==> config.mk <==
export PLATFORM = sky130hd
export DESIGN_NAME = alu_arbiter
export DESIGN_NICKNAME = d
export VERILOG_FILES = /design/src/rtl/alu_arbiter.sv
export SDC_FILE = /design/constraint.sdc
export NUM_CORES = 1
export LEC_CHECK = 0
export CORE_MARGIN = 5
export CORE_UTILIZATION = 40
export CTS_CLUSTER_SIZE = 14
export DETAILED_ROUTE_END_ITERATION = 7
export HOLD_SLACK_MARGIN = 0.1
export PLACE_DENSITY_LB_ADDON = 0.25
export SLEW_MARGIN = 0
export SYNTH_ARGS = -nofsm -noshare
export SYNTH_HDL_FRONTEND = slang
export SYNTH_SLANG_ARGS = --single-unit
==> constraint.sdc <==
create_clock -name clk_i -period 4 [get_ports clk_i]
set_clock_uncertainty 0.2 [all_clocks]
set_input_delay 0.8 -clock clk_i [delete_from_list [all_inputs] [get_ports clk_i]]
set_output_delay 0.8 -clock clk_i [all_outputs]
set_load 0.01 [all_outputs]
**Run 1: the metal 3 layer**

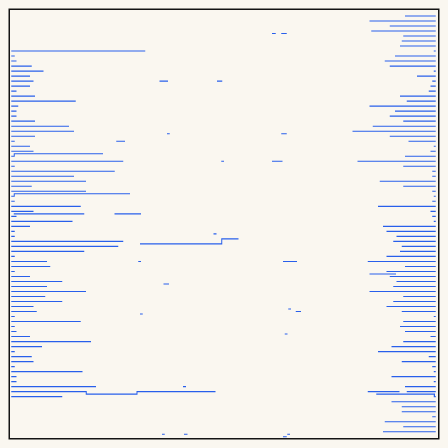
The wires run mostly horizontal. The layer holds 10% of the routed length.
global-route met3 utilization: 0.0746
total routed wirelength: 15,500 um
number of vias after detailed routing: 4,134

**Run 1: sequential cells coloured by netlist name**

Other sequential cells in the stronger grey, the rest of the logic in the fainter grey.
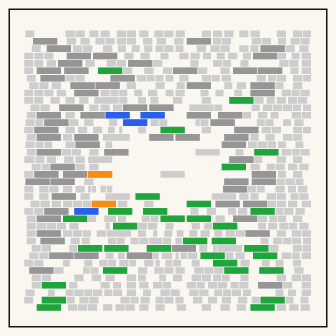
Orange is `state_q`, flops 2. Green is `alu_src1_o`, flops 32. Blue is `alu_ctrl_o`, flops 4.
Another 67 sequential cells are not coloured.
Reg area: 2630 um2
end-of-flow core utilization: 0.693

**Run 1: I/O pins on the die edge**

Pins as bars across the die edge, other pins in grey.
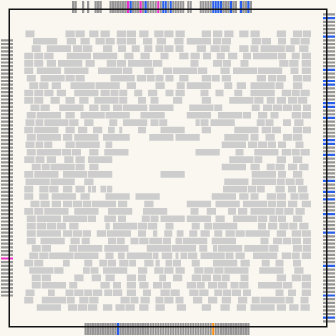
Magenta is `req1_ctrl_i`, pins 4, direction input, edge 3 north, 1 west. Orange is `rsp_id_o`, pins 1, direction output, edge south. Blue is `req1_src2_i`, pins 32, direction input, edge 19 east, 12 north, 1 south.
total of buffers placed on input and output ports: 278
die width: 116 um
DIE HEIGHT: 116 um

==> notes.org, run 1 <==
* Flow results

** Run status
- The flow ran to the end, and the final reports show no timing, DRC or antenna violations.

** GRT
- The first global-routing pass estimated 23,600 um of wire.
- The initial antenna violation count came to 0.
- Largest net degree at the start of global routing :: 74
- Summed over all routing layers, the global router reports a total usage of 0.222.
- Summed over all layers, the global routing overflow is 0.
- The via count of the first global-routing pass is 4,532.

** Detailed routing
- Residual DRC count :: 0
- For this run, the detailed router's first-pass iteration total came to 4.
- Vias per cell :: 5.64
- Detailed-route iteration 0 reported a violation count of 174.
- Final ANT Viol Nets :: 0
- Per-cell routed wire length :: 21.2 um

** Timing
- Measured against its own limit, the worst slew margin works out to 0.489.
- Period utilisation layout :: 0.904
- Least setup slack across all paths after layout :: 0.383 ns
- Final worst hold slack :: 0.306 ns
- Final hold violations :: 0
- Per the finish-stage timing summary, setup violations number 0.
- Unrepaired setup endpoints after global routing :: false
- For the final routed database, the setup TNS stands at 0 ns.
- Max-slew violation count :: 0
- Worst slew pin tran :: 0.767 ns
- The flow reports an fmax of 0.276 GHz.
- Post-layout minimum cycle time :: 3.62 ns

** Critical path
- Worst r2r path cells :: 5
- Critical Path Most Common Cell :: sky130_fd_sc_hd__clkdlybuf4s50_1
- Type of destination of the critical path :: primary output
- The largest individual stage delay along the critical path comes from the cell sky130_fd_sc_hd__clkdlybuf4s50_1.
- Setup crit start kind :: primary input
- Max Fanout on Critical Path :: 5
- Data on the critical path arrives at its endpoint at 2.62 ns.
- Critical path, cell by cell :: clkdlybuf4s50_1, a21bo_2, nor4b_1, clkdlybuf4s50_1
- Required arrival time at the worst endpoint :: 3.00 ns
- The timing report gives the worst reg2reg path a setup slack of 1.23 ns.
- Kind of critical path :: primary input to primary output
- On the worst path, the slowest cell contributes a delay of 0.63 ns.

** Clocking
- Hold buffer count at CTS :: 0
- Clock tree from TritonCTS :: built
- Looking at the clock tree report, the H-tree level count equals 3.
- Looking at the clock tree report, the maximum root-to-sink buffer count equals 2.
- In this run the clock root is driven by a sky130_fd_sc_hd__clkbuf_16.
- Clock insertion delay at the later pin of the skew report :: 0.33 ns
- For reference, the clock transition at the flip-flops on the worst setup and hold paths is 0.06 ns.
- Number of CTS-inserted buffers :: 9
- Post-CTS resize count :: 0
- In this run the post-CTS setup repair buffer count came out at 0.
- Clock net sink count :: 105

** Hold path
- Worst Hold Class :: flop to flop
- Along the worst hold path, the cell count comes to 1.

** Pwr
- IR analysis of the VDD net gives a maximum drop of 0.410 mV.
- Total power normalized to cell area comes to 650 nW/um2.
- The analysis attributes to cell leakage a power of 2.97 nW.

** Floorplan
- IO Pins :: 279
- Standard-cell row count :: 38
- Core Region :: 10,900 um2
- Initial Util :: 0.413
- Chip Footprint :: 13,500 um2

** Logic synthesis
- The cell count after synthesis came out at 339.
- During synthesis, Yosys emitted a total of 0 warnings.
- In the synthesis report, Yosys lists the chip area as 4510 um2.
- Per Yosys stat, the portion of area used by sequential elements is 0.583.
- Count of different cell masters after synthesis :: 27
- At floorplan, the net count of the design was reported as 513.
- Flip-flop and latch count after synthesis :: 105
- Post-Synthesis Mean Instance Area :: 13.3 um2
- Before any placement, the netlist area is recorded as 4510 um2.
- For this design, Yosys synthesis ends with a cell count of 339.

** Place
- Note, the detailed placer reported a final HPWL of 11,500 um.
- Routability-driven placement finished with a final weighted congestion of 0.810.
- Post-Place Cells :: 720
- Worst slack, placed :: 0.419 ns

** Final layout
- Most frequent cells in the layout :: sky130_fd_sc_hd__clkdlybuf4s50_1 (277), sky130_fd_sc_hd__dfrtp_1 (104), sky130_fd_sc_hd__o32ai_1 (68), sky130_fd_sc_hd__a2bb2oi_1 (68), sky130_fd_sc_hd__a22o_2 (28)
- Post-route non-filler standard cell count :: 733
- Final-layout fill cell count :: 819
- Area overhead of the layout relative to synthesis :: 68.0%
- Proportion of layout cells with a drive suffix above 1 :: 0.101
- Net count reported at finish :: 765
- Summing all multi-input logic gate instances after layout gives 1670 um2.
- Most common library cell in the layout ignoring fill and taps :: sky130_fd_sc_hd__clkdlybuf4s50_1
- Count of inserted antenna diode cells :: 0

** Job
- Warnings raised by the tools during the run amount to 26.
- In this run the maximum-capacitance check reported violations numbering 0.
## run 1: worst max-delay path, delay by kind of cell
kind | cells | cell delay [ns]
and+or+nand+nor | 1 | 0.39
buffers and inverters | 2 | 1.18
AOI/OAI and AO/OA | 1 | 0.25
## run 1: area by class of cell
class / count / share of cell area
Inverter: 3 / 0.00149
Clock buffer: 9 / 0.0297
Tap cell: 140 / 0.0231
Timing Repair Buffer: 287 / 0.376
Sequential cell: 105 / 0.347
Clock inverter: 4 / 0.00314
Multi-Input combinational cell: 185 / 0.220
## run 1: kinds of logic after synthesis
kind of cell / synth area share
compound gates: 0.350
buf+inv: 0.0507
flops: 0.583
mux: 0.00250
simple gates: 0.0139
## run 1: layer usage
layer / wire (um) / track usage / vias to the layer above
met5: 0 / 0 / -
met4: 316 / 0.0727 / 0
met3: 1570 / 0.0746 / 26
met2: 7700 / 0.382 / 184
met1: 5960 / 0.261 / 2016
li1: - / - / 1908
## run 1: through the flow
stage | util | cell area (um2) | total power, W
2_1_floorplan | - | 4510 | 0.00281
3_3_place_gp | 0.670 | 7330 | 0.00415
3_5_place_dp | 0.670 | 7330 | 0.00421
4_1_cts | 0.693 | 7580 | 0.00499
5_1_grt | 0.693 | 7580 | 0.00521
6_report | 0.693 | 7580 | 0.00493
## run 1: synthesized netlist by cell type (all sizes together)
library cell,n,area [um2]
a2111oi,1,27.5
a21bo,1,10.0
a21boi,1,7.51
a21oi,1,5.00
a22o,32,315
a2bb2oi,68,596
and3b,1,8.76
buf,20,120
clkbuf,26,97.6
clkinv,1,3.75
dfrtp,104,2600
dfstp,1,26.3
inv,2,7.51
mux2,1,11.3
nand2b,2,12.5
nand3,1,5.00
nor2b,2,12.5
nor3b,2,15.0
nor4b,1,8.76
o21a,1,7.51
o21ai,1,5.00
o221a,1,11.3
o32ai,68,596
## run 1: report_power, final
part / internal (W) / switching (W)
combinational: 0.00141 / 0.000944
clock: 0.000409 / 0.000347
sequential: 0.00153 / 0.000285
total: 0.00335 / 0.00158
--- run 2 (diff from run 1) ---
- GPL_TIMING_DRIVEN: default -> 1
- MAX_ROUTING_LAYER: default -> met4
==> run 2 against run 1 <==
Die area is the same. Largest cell class unchanged. Combinational power is essentially flat. Wire length is essentially flat. Setup slack gained 0.019 ns. Synthesized cell count is the same. Flip-flop count is the same.
==> notes.org, run 2 <==
* Flow results

** Detailed routing
- The DRC violation total after the first TritonRoute iteration is 181 (+4.0%).
- The final wirelength is 15,500 um (about the same).
- The number of design rule violations left after detail routing came to 0 (unchanged).
- The average wire per cell in the routed design is 21.2 um (about the same).
- The number of routed nets with antenna violations was 0 (unchanged).
- The routed via count came to 4,145 (+0.27%).

** Final layout
- Area overhead of the layout relative to synthesis :: 68.0% (unchanged)
- The total inserted antenna cells was 0 (unchanged).
- Most common library cell in the layout ignoring fill and taps :: sky130_fd_sc_hd__clkdlybuf4s50_1
- Final-layout fill cell count :: 819 (unchanged)
- The final net count came to 765 (unchanged).
- Cell area after layout :: 7580 um2 (unchanged)
- Per the cell usage report, the commonest logic cells after layout are sky130_fd_sc_hd__clkdlybuf4s50_1 (277), sky130_fd_sc_hd__dfrtp_1 (104), sky130_fd_sc_hd__o32ai_1 (68), sky130_fd_sc_hd__a2bb2oi_1 (68), sky130_fd_sc_hd__a22o_2 (28).
- Proportion of layout cells with a drive suffix above 1 :: 0.101 (unchanged)

** Timing
- Final hold violations :: 0 (unchanged)
- FMAX :: 0.278 GHz (+0.53%)
- Worst rel slew slack :: 0.478 (-0.0113)
- The post-route clock period utilization came to 0.900 (-0.00475).
- Final number of setup-violating endpoints :: 0 (unchanged)
- Worst slew pin tran :: 0.784 ns (+0.0170 ns)
- Unrepaired setup endpoints after global routing :: false

** Logic synthesis
- Flip-flop and latch count after synthesis :: 105 (unchanged)
- Share of synthesized registers carrying an async set or reset :: 1.00 (unchanged)
- Library cell with the largest summed area after synthesis :: sky130_fd_sc_hd__dfrtp_1
- The count of library flops with an enable pin is 0 (unchanged).
- The most used flip-flop cell after synthesis is sky130_fd_sc_hd__dfrtp_1.
- Cell with the most instances after synthesis :: sky130_fd_sc_hd__dfrtp_1
- Cell count listed in synth_stat.txt :: 339 (unchanged)
- The cell area after synthesis came to 4510 um2 (unchanged).
- Most instantiated cells after synthesis :: sky130_fd_sc_hd__dfrtp_1 (104), sky130_fd_sc_hd__a2bb2oi_1 (68), sky130_fd_sc_hd__o32ai_1 (68)
- The count of yosys warnings during synthesis is 0 (unchanged).
- Mapped Cells :: 339 (unchanged)
- Post-Synthesis Mean Instance Area :: 13.3 um2 (unchanged)
- Net count of the mapped netlist :: 513 (unchanged)
- Top cells, area :: sky130_fd_sc_hd__dfrtp_1 (58%), sky130_fd_sc_hd__a2bb2oi_1 (13%), sky130_fd_sc_hd__o32ai_1 (13%), sky130_fd_sc_hd__a22o_2 (6.2%), sky130_fd_sc_hd__clkbuf_1 (2.2%)
- Share of synthesized area occupied by flip-flops and latches :: 0.583 (unchanged)

** GRT
- The global route total overflow is 0 (unchanged).
- Number of antenna violations at the first check in global routing :: 0 (unchanged)
- Largest net degree at the start of global routing :: 74 (unchanged)
- Wire length of the first global-routing pass :: 23,500 um (-0.26%)
- Overall global routing resource usage :: 0.229 (+0.00736)

** Place
- The count of buffers from port buffering is 278 (unchanged).
- The half-perimeter wire length after detailed placement is 11,500 um (unchanged).
- The global placer's final weighted congestion was 0.822 (+1.5%).

** Clocking
- The maximum count of clock buffers along a single path was 2 (unchanged).
- Post-CTS resize count :: 0 (unchanged)
- The clock latency of the later-clocked register in the worst-skew pair came to 0.33 ns (about the same).
- Clock tree from TritonCTS :: built
- Number of levels in the clock H-tree :: 3 (unchanged)
- Clock-pin transition on the worst setup and hold timing paths :: 0.06 ns (about the same)
- The quantity of hold-fixing buffers added after cts came to 0 (unchanged).
- CTS root buf :: sky130_fd_sc_hd__clkbuf_16
- Clock net sink count :: 105 (unchanged)
- The post-CTS setup buffer count came to 0 (unchanged).

** Critical path
- Max Fanout on Critical Path :: 5 (unchanged)
- The logic depth of the worst setup path including buffers was 4 (unchanged).
- The path depth of the worst reg2reg path was 5 (unchanged).
- Type of destination of the critical path :: primary output
- The number of buffers and inverters on the critical path came to 2 (unchanged).
- Among the stages of the critical path, the cell type that occurs most often is sky130_fd_sc_hd__clkdlybuf4s50_1.
- Critical path, cell by cell :: clkdlybuf4s50_1, a21bo_2, nor4b_1, clkdlybuf4s50_1
- Setup crit start kind :: primary input
- Slowest cell delay on critical path :: 0.62 ns (about the same)
- Worst-path cell with the longest stage delay :: sky130_fd_sc_hd__clkdlybuf4s50_1
- The internal reg-to-reg setup slack came to 1.23 ns (about the same).
- The critical path data required time was 3.00 ns (about the same).

** Floorplan
- Standard-cell row count :: 38 (unchanged)
- Core Region :: 10,900 um2 (unchanged)
- Initial Util :: 0.413 (unchanged)
- The horizontal die dimension was 116 um (unchanged).
- IO Pins :: 279 (unchanged)
- The die area was 13,500 um2 (unchanged).

** Run status
- Outcome :: completed

** Pwr
- The static power due to leakage came to 2.97 nW (unchanged).
- Cell area power density :: 651 nW/um2 (about the same)
- Peak supply drop :: 0.409 mV (-0.16%)

** Hold path
- The instance count along the most critical hold path was 1 (unchanged).
- Worst Hold Class :: flop to flop

** Job
- The number of max-capacitance violations reported was 0 (unchanged).
## run 2: cell counts in the layout (fill, tap and decap cells not counted)
No cell type changed its count.
## run 2: stage by stage
step	hold WS (ns)	worst slack [ns]	util	power (W)	std cells
6_report	0.305	0.402	0.693	0.00493	733
5_1_grt	0.317	0.296	0.693	0.00521	733
4_1_cts	0.310	0.401	0.693	0.00499	733
3_5_place_dp	0.292	0.419	0.670	0.00421	720
3_3_place_gp	0.290	0.389	0.670	0.00415	720
2_1_floorplan	0.304	1.19	-	0.00281	339
## run 2: worst reg2reg max path, delay by kind of cell, from the launching register on
family | cells | cell delay (ns)
AOI/OAI and AO/OA | 2 | 0.55
buffers and inverters | 2 | 1.25
and+or+nand+nor | 1 | 0.27
DFF | 1 | 0.42
## run 2: kinds of logic (layout without fill, tap and decap cells)
kind of cell | Yosys count | count (layout) | share of synthesized area
DFF | 105 | 105 | 0.583
AOI/OAI and AO/OA | 175 | 175 | 0.350
buffers and inverters | 49 | 303 | 0.0507
muxes | 1 | 1 | 0.00250
and+or+nand+nor | 9 | 9 | 0.0139
## run 2: where the power goes
part / switching (W) / leakage (nW) / internal (W)
Clock: 0.000346 / 0.127 / 0.000409
Combinational: 0.000946 / 1.62 / 0.00141
Sequential: 0.000285 / 1.23 / 0.00153
## run 2: layer usage
metal	track usage	wire length, um
met4	0.0727	291
met1	0.270	6200
met5	-	0
met2	0.383	7690
met3	0.0637	1370
## run 2: area by class of cell
cell class	instances	area [um2]	share of cell area
clock inverters	4	23.8	0.00314
inverters	3	11.3	0.00149
flip-flops and latches	105	2630	0.347
repair buffers	287	2850	0.376
clock buffers	9	225	0.0297
well taps	140	175	0.0231
multi-input cells	185	1670	0.220
**Run 2: I/O pins on the die edge**

Pins as bars across the die edge, other pins in grey.
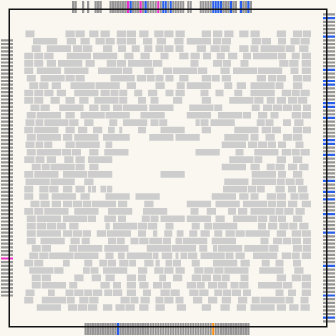
Blue is `req1_src2_i`, pins 32, direction input, edge 19 east, 12 north, 1 south. Orange is `rsp_id_o`, pins 1, direction output, edge south. Magenta is `req1_ctrl_i`, pins 4, direction input, edge 3 north, 1 west.
All pins by edge: 84 east, 70 west, 66 south, 59 north.

No activity file was given, so power comes from the tool's default toggle rates.
